<file path="src/rtl/keypad_pkg.sv">
// Shared types and constants for the 4x4 keypad column scanner.
// Key map is indexed [row][col]; columns are driven active-low.
package keypad_pkg;

   typedef enum logic [1:0] {
      SCAN     = 2'd0,
      DEBOUNCE = 2'd1,
      HELD     = 2'd2,
      RELEASE  = 2'd3
   } scan_state_t;

   localparam logic [3:0] COLS_RESET = 4'b1110;

   localparam logic [3:0] KEY_MAP [4][4] = '{
      '{4'h1, 4'h2, 4'h3, 4'hA},
      '{4'h4, 4'h5, 4'h6, 4'hB},
      '{4'h7, 4'h8, 4'h9, 4'hC},
      '{4'hE, 4'h0, 4'hF, 4'hD}
   };

   // Lowest-index low row wins when several rows are shorted at once.
   function automatic logic [1:0] low_row(input logic [3:0] r);
      if (!r[0])      return 2'd0;
      else if (!r[1]) return 2'd1;
      else if (!r[2]) return 2'd2;
      else            return 2'd3;
   endfunction

   function automatic logic [3:0] col_drive(input logic [1:0] idx);
      return ~(4'b0001 << idx);
   endfunction

endpackage

</file>
<file path="src/rtl/keypad_scan_ctrl_sync2.sv">
// Two-flop synchronizer for the asynchronous keypad row lines.
// Reset value is a parameter so idle (all-high) rows read as "no key".
module sync2 #(
   parameter int              W       = 4,
   parameter logic [W-1:0]    RST_VAL = '1
) (
   input  logic         clk,
   input  logic         rst_n,
   input  logic [W-1:0] d_i,
   output logic [W-1:0] q_o
);

   logic [W-1:0] meta_q;
   logic [W-1:0] sync_q;

   always_ff @(posedge clk or negedge rst_n) begin
      if (!rst_n) begin
         meta_q <= RST_VAL;
         sync_q <= RST_VAL;
      end else begin
         meta_q <= d_i;
         sync_q <= meta_q;
      end
   end

   assign q_o = sync_q;

endmodule

</file>
<file path="src/rtl/keypad_scan_ctrl.sv">
// Column-scanning 4x4 keypad controller: one-key-at-a-time FSM with press
// and release debounce, emitting a single-cycle strobe and hex code per press.
module keypad_scan_ctrl
   import keypad_pkg::*;
#(
   parameter int SCAN_CYCLES     = 4800,
   parameter int DEBOUNCE_CYCLES = 960000
) (
   input  logic       clk,
   input  logic       reset,
   input  logic [3:0] rows,
   output logic [3:0] cols,
   output logic       key_valid,
   output logic [3:0] key_code,
   output logic       key_held
);

   localparam int SW = $clog2(SCAN_CYCLES);
   localparam int DW = (DEBOUNCE_CYCLES > 1) ? $clog2(DEBOUNCE_CYCLES) : 1;
   localparam logic [SW-1:0] SCAN_LAST = SW'(SCAN_CYCLES - 1);
   localparam logic [DW-1:0] DEB_LAST  = DW'(DEBOUNCE_CYCLES - 1);

   scan_state_t   state_q;
   logic [1:0]    col_idx_q;
   logic [1:0]    row_idx_q;
   logic [SW-1:0] dwell_q;
   logic [DW-1:0] deb_q;
   logic [3:0]    cols_q;
   logic          key_valid_q;
   logic [3:0]    key_code_q;
   logic          key_held_q;

   logic [3:0]    rows_s;
   logic          row_bit;
   logic [1:0]    col_nxt;

   sync2 #(.W(4), .RST_VAL(4'b1111)) u_sync (
      .clk   (clk),
      .rst_n (reset),
      .d_i   (rows),
      .q_o   (rows_s)
   );

   assign row_bit = rows_s[row_idx_q];
   assign col_nxt = col_idx_q + 2'd1;

   always_ff @(posedge clk or negedge reset) begin
      if (!reset) begin
         state_q     <= SCAN;
         col_idx_q   <= 2'd0;
         row_idx_q   <= 2'd0;
         dwell_q     <= '0;
         deb_q       <= '0;
         cols_q      <= COLS_RESET;
         key_valid_q <= 1'b0;
         key_code_q  <= 4'h0;
         key_held_q  <= 1'b0;
      end else begin
         key_valid_q <= 1'b0;
         case (state_q)
            SCAN: begin
               // Rows are only trusted on the last dwell cycle of a column.
               if (dwell_q == SCAN_LAST) begin
                  dwell_q <= '0;
                  if (rows_s == 4'b1111) begin
                     col_idx_q <= col_nxt;
                     cols_q    <= col_drive(col_nxt);
                  end else begin
                     row_idx_q <= low_row(rows_s);
                     deb_q     <= '0;
                     state_q   <= DEBOUNCE;
                  end
               end else begin
                  dwell_q <= dwell_q + SW'(1);
               end
            end
            DEBOUNCE: begin
               if (row_bit) begin
                  col_idx_q <= col_nxt;
                  cols_q    <= col_drive(col_nxt);
                  dwell_q   <= '0;
                  state_q   <= SCAN;
               end else if (deb_q == DEB_LAST) begin
                  key_valid_q <= 1'b1;
                  key_code_q  <= KEY_MAP[row_idx_q][col_idx_q];
                  key_held_q  <= 1'b1;
                  state_q     <= HELD;
               end else begin
                  deb_q <= deb_q + DW'(1);
               end
            end
            HELD: begin
               if (row_bit) begin
                  deb_q   <= '0;
                  state_q <= RELEASE;
               end
            end
            RELEASE: begin
               // A re-press during release debounce goes back to HELD silently.
               if (!row_bit) begin
                  state_q <= HELD;
               end else if (deb_q == DEB_LAST) begin
                  key_held_q <= 1'b0;
                  col_idx_q  <= col_nxt;
                  cols_q     <= col_drive(col_nxt);
                  dwell_q    <= '0;
                  state_q    <= SCAN;
               end else begin
                  deb_q <= deb_q + DW'(1);
               end
            end
            default: state_q <= SCAN;
         endcase
      end
   end

   assign cols      = cols_q;
   assign key_valid = key_valid_q;
   assign key_code  = key_code_q;
   assign key_held  = key_held_q;

endmodule
</file>
<file path="config.mk">
export PLATFORM = sky130hd
export DESIGN_NAME = keypad_scan_ctrl
export DESIGN_NICKNAME = d
export VERILOG_FILES = /design/src/rtl/keypad_pkg.sv /design/src/rtl/keypad_scan_ctrl_sync2.sv /design/src/rtl/keypad_scan_ctrl.sv
export SDC_FILE = /design/constraint.sdc
export NUM_CORES = 1
export LEC_CHECK = 0
export CAP_MARGIN = 20
export CORE_MARGIN = 10
export CORE_UTILIZATION = 45
export DETAILED_ROUTE_END_ITERATION = 6
export HOLD_SLACK_MARGIN = 0.08
export SLEW_MARGIN = 15
export SYNTH_ARGS = -nofsm -noshare
export SYNTH_HDL_FRONTEND = slang
export SYNTH_HIERARCHICAL = 1
export SYNTH_SLANG_ARGS = --single-unit
</file>
<file path="constraint.sdc">
create_clock -name clk -period 2.19 [get_ports clk]
set_input_delay 0.3285 -clock clk [delete_from_list [all_inputs] [get_ports clk]]
set_output_delay 0.3285 -clock clk [all_outputs]
set_load 0.02 [all_outputs]
</file>
==> images/registers.png <==
Drawn at 3 px/µm.
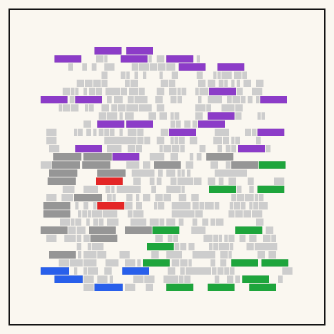
Red shows row_idx_q, sequential cells 2. Blue shows cols, sequential cells 4, where south-west. Green shows dwell_q, sequential cells 13. Purple shows deb_q, sequential cells 20.

==> results.tsv <==
stage	metric	value	unit
setup_path	crit end category	flip-flop	
routing	highest metal used	met4	
yosys	Synth area leader	dfrtp_1	
placed_design	pre-CTS setup slack	59.08	ps
cells_and_area	share of cells above drive strength 1	23.59	%
cells_and_area	Clock-cell share	5.301	%
cells_and_area	FFs & Latches	57	
global_route	initial antenna violation count	0	
cells_and_area	max reg flops	20	
final_timing	relative slew slack	69.07	%
run_status	status	finished, final reports clean	
routing	Post-Route WL	7.627	mm
yosys	Post-Synthesis Net Count	346	
final_timing	Fin Hold WS	355.3	ps
floorplan	Tap Cells	96	
routing	Metal-1 WL	3.708	mm
setup_path	critical path class	reg -> reg	
pwr	overall power	2.180	mW
cells_and_area	Multi-In Gates	242	
cells_and_area	post-route cell area	3965	µm²
floorplan	# rows	30	
clocking	clk_lat worst skew	340	ps
cells_and_area	non-filler cells, final	486	
pwr	clock share of power	48.8	%
routing	routed wl met2	3.419	mm
cells_and_area	Comb/total area	41.59	%
setup_path	Setup crit start kind	flip-flop	
cells_and_area	Clock buffer cells	10	
hold_path	depth of the worst hold-timing path	0	
floorplan	Die Span X	104.7	µm
yosys	Mux area share	6.318	%
cells_and_area	Logic inverters	15	
yosys	Seq share, synth	44.61	%
clocking	CTS H-tree lvls	3	
floorplan	core area	6869	µm²
final_timing	Final Setup Violations	0	
floorplan	Initial Utilization	46.99	%
hold_path	hold_sp	u_sync/meta_q[3]	
job	Max-cap violations	0	
yosys	Yosys warning count	6	
cells_and_area	register area	1440	µm²
yosys	dominant register cell	dfrtp_1	
yosys	aoi share	17.05	%
final_timing	Final Hold Viols	0	
cells_and_area	Comb gate area	1649	µm²
final_timing	Least-Margin Pin Slew	458.1	ps
pwr	Largest Pwr Group	registers	
yosys	distinct lib cells	55	
placed_design	PortBufs	15	
setup_path	crit path launch	row_idx_q[1]	
routing	DRC viols	0	
clocking	cts hold-fix bufs	1	
yosys	Adder Area Share	2.326	%
setup_path	max incr delay on CP	580	ps
==> images/zoom.png <==
Region (40, 19) to (65, 44) µm. Cells in grey, sequential cells in the stronger grey; small squares are vias.
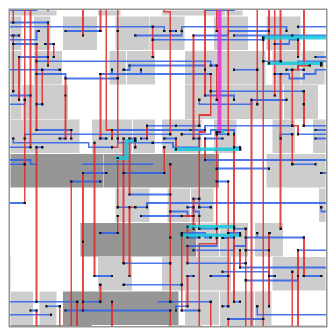
Cyan shows met3. Red shows met2. Blue shows met1. Magenta shows met4.
Most frequent: buf_4 (6), dfrtp_1 (4). Netlist names of flops here include dwell_q (3), key_valid (1). Sequential cells in the window: 4. 41 logic cells have their middle in the window.

Power and IR drop assume default switching activity.
